--- config.mk ---
export PLATFORM = sky130hd
export DESIGN_NAME = bus_master_arbiter
export DESIGN_NICKNAME = d
export VERILOG_FILES = /design/src/rtl/bus_master_arbiter_pkg.sv /design/src/rtl/bus_master_arbiter_sync2.sv /design/src/rtl/bus_master_arbiter.sv
export SDC_FILE = /design/constraint.sdc
export NUM_CORES = 1
export LEC_CHECK = 0
export CAP_MARGIN = 5
export CORE_ASPECT_RATIO = 0.9
export CORE_MARGIN = 1
export CORE_UTILIZATION = 45
export DETAILED_ROUTE_END_ITERATION = 10
export GPL_TIMING_DRIVEN = 0
export PLACE_DENSITY = 0.65
export SYNTH_ARGS = -nofsm -noshare
export SYNTH_HDL_FRONTEND = slang
export SYNTH_SLANG_ARGS = --single-unit
--- constraint.sdc ---
create_clock -name SYSCLK -period 2.6 [get_ports SYSCLK]
set_input_delay 0.65 -clock SYSCLK [delete_from_list [all_inputs] [get_ports SYSCLK]]
set_output_delay 0.65 -clock SYSCLK [all_outputs]
set_load 0.05 [all_outputs]
--- src/rtl/bus_master_arbiter_pkg.sv ---
// Shared types and state encoding for the 68000 bus-mastership arbiter.
// The Pi status path decodes STATE using the ARB_* values below.
package bus_master_arbiter_pkg;

    localparam int ARB_STATE_W = 3;
    localparam int ARB_CNT_W   = 16;

    typedef enum logic [ARB_STATE_W-1:0] {
        ARB_IDLE      = 3'd0,
        ARB_REQUEST   = 3'd1,
        ARB_WAIT_FREE = 3'd2,
        ARB_ACK       = 3'd3,
        ARB_OWN       = 3'd4,
        ARB_RELEASE   = 3'd5,
        ARB_GAP       = 3'd6
    } arb_state_e;

    // Synchronized copies of the active-low bus signals.
    typedef struct packed {
        logic nbg;
        logic nbgack;
        logic nas;
        logic ndtack;
    } bus_in_t;

    // The previous master is done only when AS, DTACK and BGACK are all negated.
    function automatic logic bus_free(input bus_in_t b);
        return b.nas & b.ndtack & b.nbgack;
    endfunction

endpackage

--- src/rtl/bus_master_arbiter_sync2.sv ---
// Parameterized-width two-flop synchronizer for asynchronous bus inputs.
module sync2 #(
    parameter int               WIDTH     = 1,
    parameter logic [WIDTH-1:0] RESET_VAL = '0
) (
    input  logic             clk_i,
    input  logic             rst_i,
    input  logic [WIDTH-1:0] d_i,
    output logic [WIDTH-1:0] q_o
);

    (* async_reg = "true" *) logic [WIDTH-1:0] meta_q;
    (* async_reg = "true" *) logic [WIDTH-1:0] sync_q;

    always_ff @(posedge clk_i or posedge rst_i) begin
        if (rst_i) begin
            meta_q <= RESET_VAL;
            sync_q <= RESET_VAL;
        end else begin
            meta_q <= d_i;
            sync_q <= meta_q;
        end
    end

    assign q_o = sync_q;

endmodule

--- src/rtl/bus_master_arbiter.sv ---
// Acquires and holds 68000 bus mastership via BR/BG/BGACK for the transaction
// engine, yielding on idle or tenure expiry so chipset DMA is not starved.
module bus_master_arbiter
    import bus_master_arbiter_pkg::*;
#(
    parameter logic [15:0] TIMEOUT_TICKS     = 16'd4096,
    parameter logic [15:0] MAX_HOLD_TICKS    = 16'd512,
    parameter logic [7:0]  RELEASE_GAP_TICKS = 8'd4
) (
    input  logic                   SYSCLK,
    input  logic                   RESET,
    input  logic                   MCCLK_FALLING,
    input  logic                   ENABLE,
    input  logic                   REQ,
    input  logic                   ENGINE_BUSY,
    input  logic                   nBG_IN,
    input  logic                   nBGACK_IN,
    input  logic                   nAS_IN,
    input  logic                   nDTACK,
    input  logic                   ERR_CLEAR,
    output logic                   nBR_OE,
    output logic                   nBGACK_OE,
    output logic                   GRANT,
    output logic                   YIELD,
    output logic                   ERROR,
    output logic [ARB_STATE_W-1:0] STATE
);

    // Counter compares are made against the post-increment value.
    localparam logic [ARB_CNT_W-1:0] TIMEOUT_LAST = TIMEOUT_TICKS - 16'd1;
    localparam logic [ARB_CNT_W-1:0] HOLD_LAST    = MAX_HOLD_TICKS - 16'd1;
    localparam logic [ARB_CNT_W-1:0] GAP_LAST     = {8'h00, RELEASE_GAP_TICKS} - 16'd1;

    bus_in_t bus_raw;
    bus_in_t bus_s;

    arb_state_e           state_q, state_d;
    logic [ARB_CNT_W-1:0] cnt_q, cnt_d;
    logic [ARB_CNT_W-1:0] cnt_inc;
    logic                 nbr_q, nbr_d;
    logic                 nbgack_q, nbgack_d;
    logic                 grant_q, grant_d;
    logic                 yield_q, yield_d;
    logic                 error_q, error_d;
    logic                 timeout_hit;

    assign bus_raw = '{nbg: nBG_IN, nbgack: nBGACK_IN, nas: nAS_IN, ndtack: nDTACK};

    // Bus signals idle high, so the synchronizer resets to all-negated.
    sync2 #(
        .WIDTH     (4),
        .RESET_VAL (4'hF)
    ) u_sync (
        .clk_i (SYSCLK),
        .rst_i (RESET),
        .d_i   (bus_raw),
        .q_o   (bus_s)
    );

    assign cnt_inc = cnt_q + 16'd1;

    always_comb begin
        state_d     = state_q;
        cnt_d       = cnt_q;
        nbr_d       = nbr_q;
        nbgack_d    = nbgack_q;
        grant_d     = grant_q;
        yield_d     = yield_q;
        timeout_hit = 1'b0;

        if (MCCLK_FALLING) begin
            case (state_q)
                ARB_IDLE: begin
                    if (ENABLE && REQ && !error_q) begin
                        nbr_d   = 1'b1;
                        cnt_d   = '0;
                        state_d = ARB_REQUEST;
                    end
                end
                ARB_REQUEST: begin
                    cnt_d = cnt_inc;
                    // Withdrawal beats a BG arriving on the same tick.
                    if (!REQ || !ENABLE) begin
                        nbr_d   = 1'b0;
                        cnt_d   = '0;
                        state_d = ARB_GAP;
                    end else if (!bus_s.nbg) begin
                        state_d = ARB_WAIT_FREE;
                    end else if (cnt_inc == TIMEOUT_LAST) begin
                        nbr_d       = 1'b0;
                        cnt_d       = '0;
                        timeout_hit = 1'b1;
                        state_d     = ARB_GAP;
                    end
                end
                ARB_WAIT_FREE: begin
                    if (!REQ || !ENABLE) begin
                        nbr_d   = 1'b0;
                        cnt_d   = '0;
                        state_d = ARB_GAP;
                    end else if (bus_free(bus_s)) begin
                        nbgack_d = 1'b1;
                        state_d  = ARB_ACK;
                    end
                end
                ARB_ACK: begin
                    nbr_d   = 1'b0;
                    grant_d = 1'b1;
                    cnt_d   = '0;
                    state_d = ARB_OWN;
                end
                ARB_OWN: begin
                    if (cnt_q < MAX_HOLD_TICKS) begin
                        cnt_d = cnt_inc;
                    end
                    if (cnt_d >= HOLD_LAST) begin
                        yield_d = 1'b1;
                    end
                    // A cycle in flight is never cut, even after tenure expiry.
                    if ((!REQ || yield_q || !ENABLE) && !ENGINE_BUSY) begin
                        grant_d = 1'b0;
                        state_d = ARB_RELEASE;
                    end
                end
                ARB_RELEASE: begin
                    nbgack_d = 1'b0;
                    yield_d  = 1'b0;
                    cnt_d    = '0;
                    state_d  = ARB_GAP;
                end
                ARB_GAP: begin
                    cnt_d = cnt_inc;
                    if (cnt_inc >= GAP_LAST) begin
                        cnt_d   = '0;
                        state_d = ARB_IDLE;
                    end
                end
                default: begin
                    nbr_d    = 1'b0;
                    nbgack_d = 1'b0;
                    grant_d  = 1'b0;
                    yield_d  = 1'b0;
                    cnt_d    = '0;
                    state_d  = ARB_IDLE;
                end
            endcase
        end

        // Clear is sampled every SYSCLK; a coincident timeout still wins.
        error_d = timeout_hit | (error_q & ~ERR_CLEAR);
    end

    always_ff @(posedge SYSCLK or posedge RESET) begin
        if (RESET) begin
            state_q  <= ARB_IDLE;
            cnt_q    <= '0;
            nbr_q    <= 1'b0;
            nbgack_q <= 1'b0;
            grant_q  <= 1'b0;
            yield_q  <= 1'b0;
            error_q  <= 1'b0;
        end else begin
            state_q  <= state_d;
            cnt_q    <= cnt_d;
            nbr_q    <= nbr_d;
            nbgack_q <= nbgack_d;
            grant_q  <= grant_d;
            yield_q  <= yield_d;
            error_q  <= error_d;
        end
    end

    assign nBR_OE    = nbr_q;
    assign nBGACK_OE = nbgack_q;
    assign GRANT     = grant_q;
    assign YIELD     = yield_q;
    assign ERROR     = error_q;
    assign STATE     = state_q;

endmodule

==> qor.txt <==
measured slew at the worst slew-check pin = 0.624 ns
failing checks = setup timing
Finished Layout Cells = 362
Worst EP required = 2.79 ns
Setup TNS = -0.0555 ns
Core Util, Final = 68.4%
Adder Area Share = 1.17%
CP bufs+invs = 0
max-slew headroom at the worst pin = 58.1%
share of power burned in registers = 31.1%
Post-DP HPWL = 3730 um
register area = 817 um2
all-layer global routing usage = 24.9%
Seq power = 664 uW
# nets final = 312
post-route ant nets = 0
clock group total power = 396 uW
grt total ovfl = 0
FFs w/ async S/R, synth = 100%
Setup WS pre-CTS = -0.461 ns
Power Combinational = 1070 uW
clk buf depth = 2
CTS H-tree lvls = 2
Post-synth area hogs = dfrtp_1 (28%), dfstp_2 (9.8%), o21ai_0 (5.4%)
Clock Sinks = 32
crit path launch type = flop
VDD IR-drop max = 0.459 mV
Setup Viol. Count Final = 4
Simple Share, Synth = 26.6%
first-pass GRT wire length = 9090 um
Non-clock buffering overhead = 18.5%
max cap viols = 0
AO/OA Area Share = 22.2%
post-cts hold buffer count = 0
number of DRC markers in iteration 0 = 263
core footprint = 0.00452 mm2
CTS tree = built
CP Capture Type = flop
Syn Area/Cell = 8.77 um2
antenna cells = 0
sequential element share of the synthesized area = 37.9%
initial antenna violation count = 0
ys flop type = dfrtp_1
stage-log warning count = 29
Crit path largest cell delay = 0.40 ns
vias in the first global route = 1849
number of hold violations in the final report = 0
Biggest Area Class = multi-input combinational cells
yosys cell count = 244
Nets at Floorplan = 257
num ports = 19
largest net degree at the start of global routing = 33
Seq/total area = 26.4%
status = finished, violations left
Hold WS = 0.358 ns
flip-flops = 32
FMAX = 381 MHz
Post-synth EDFFs = 0
clk root buf = clkbuf_8
combinational share of cell area = 48.8%
WL per Instance = 16.7 um
crit path cell chain = ha_4 > nand2_8 > nor4_4 > nand3_1 > a22o_4 > or3_4 > a211oi_4 > o21ai_1 > a22o_1
Internal Power = 1180 uW
Clk pin slew, worst setup/hold paths = 0.07 ns
drt via density = 5.77
tap cell count = 62
RSZ-0062 raised after global routing = true
GP Congestion = 0.846
mux frac, synth = 0.935%
top area contributor share = 28.1%
top cells by count = dfrtp_1 (24), nand2_1 (23), o21ai_0 (23), a31oi_1 (15), nand3_1 (14)
drt pass-1 iters = 4
slowest CP cell = dfrtp_2
PnR worst setup slack = -0.0224 ns
Worst EP arrival = 2.81 ns
power per cell area = 691 mW/mm2
Core Rows = 23
power share of the combinational group = 50.3%
Largest logic family = simple AND/OR/NAND/NOR gates
fin crit period = 2.62 ns
CTS Buf Count = 5
critical path class = reg -> reg
clock buffers = 5
Die ar. = 0.00504 mm2
HP Class = reg -> reg
Sw Share = 44.9%
Clock-cell share = 3.00%
top cell type by total area after synthesis = dfrtp_1
-- repair_timing --
action / in CTS / in global routing
endpoints found under the setup margin: 21 / 20
gates cloned: 1 / 0
pin swaps: 14 / 21
gates resized: 30 / 37
setup buffers: 16 / 18
-- cell usage in the layout (no fill, tap or decap), types with 4 or more instances in the layout --
cell / synthesis / routed
nor2_1: 10 / 10
nand3_1: 14 / 11
inv_1: 6 / 5
and2_1: 4 / 4
a31oi_1: 15 / 15
buf_4: 7 / 38
clkbuf_1: 6 / 4
dfstp_2: 8 / 8
nor3_1: 7 / 5
nor2b_1: 4 / 4
o21ai_1: 1 / 5
clkdlybuf4s50_1: 0 / 17
nand2_1: 23 / 20
o21ai_0: 23 / 16
nor4_4: 2 / 4
buf_6: 0 / 6
a21oi_1: 11 / 9
dfrtp_1: 24 / 19
clkbuf_8: 0 / 5
o211ai_1: 5 / 5
dfrtp_2: 0 / 5
nand2b_1: 5 / 5
nand4_1: 5 / 5
xnor2_1: 10 / 6
-- metal layers --
metal	GRT usage [%]	wire length (um)
met2	36.1	2870
met4	7.78	87
met1	36.3	2740
met5	0	0
met3	6.12	341
-- final timing paths --
kind	cells past startpoint	from	slack, ns	end
hold / removal	0	u_sync.meta_q[1]$_DFF_PP1_	0.36	u_sync.q_o[1]$_DFF_PP1_
setup reg to reg	9	cnt_q[1]$_DFFE_PP0P_	-0.02	STATE[1]$_DFFE_PP0P_
max in group asynchronous	3	RESET	1.44	u_sync.q_o[3]$_DFF_PP1_
setup / recovery	9	cnt_q[1]$_DFFE_PP0P_	-0.02	STATE[1]$_DFFE_PP0P_
min in group asynchronous	2	RESET	0.65	STATE[0]$_DFFE_PP0P_
hold reg to reg	0	u_sync.meta_q[1]$_DFF_PP1_	0.36	u_sync.q_o[1]$_DFF_PP1_
Fig. 1: cells by drive strength
Scale bar: 20 um.
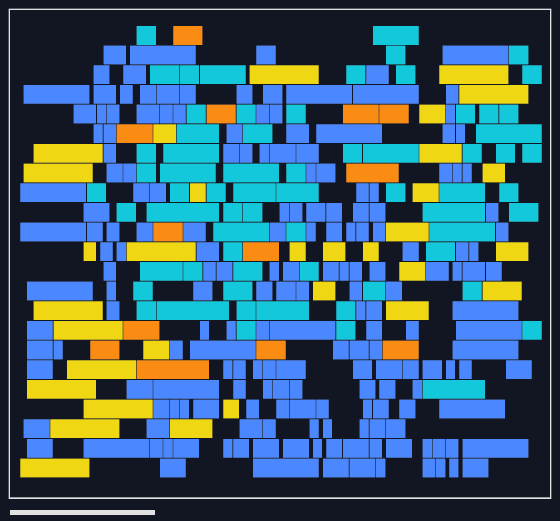
- drive 1 or less: blue (cells 189; share 63%; most used nand2_1)
- drive 6 and up: orange (cells 13; share 4.3%; most used buf_6)
- drive 2: yellow (cells 32; share 11%; most used dfstp_2)
- drive 3 to 4: cyan (cells 66; share 22%; most used buf_4)
Final Cell Area: 0.00309 mm2
Area Growth Syn to Fin: 44.3%
PnR worst setup slack: -0.0224 ns
Non-Clock Buffer Count: 67

Fig. 2: clock distribution
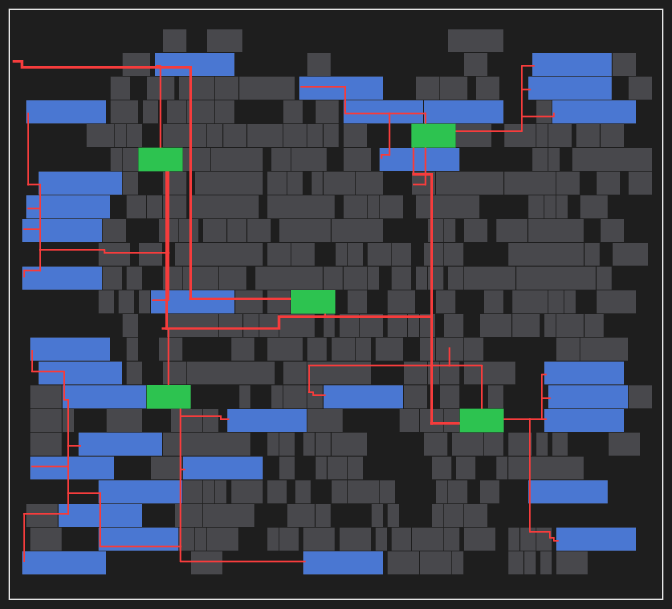
- flip-flops: blue (count 32)
- cells driving clock nets: green (count 5)
- clock wires: red (length 456 um)
- routed clock nets: 6
clock power share: 18.5%
clock latency on the worst-skew pair: 0.30 ns
final worst clock skew: 0.00766 ns

No activity file was given, so power comes from the tool's default toggle rates.
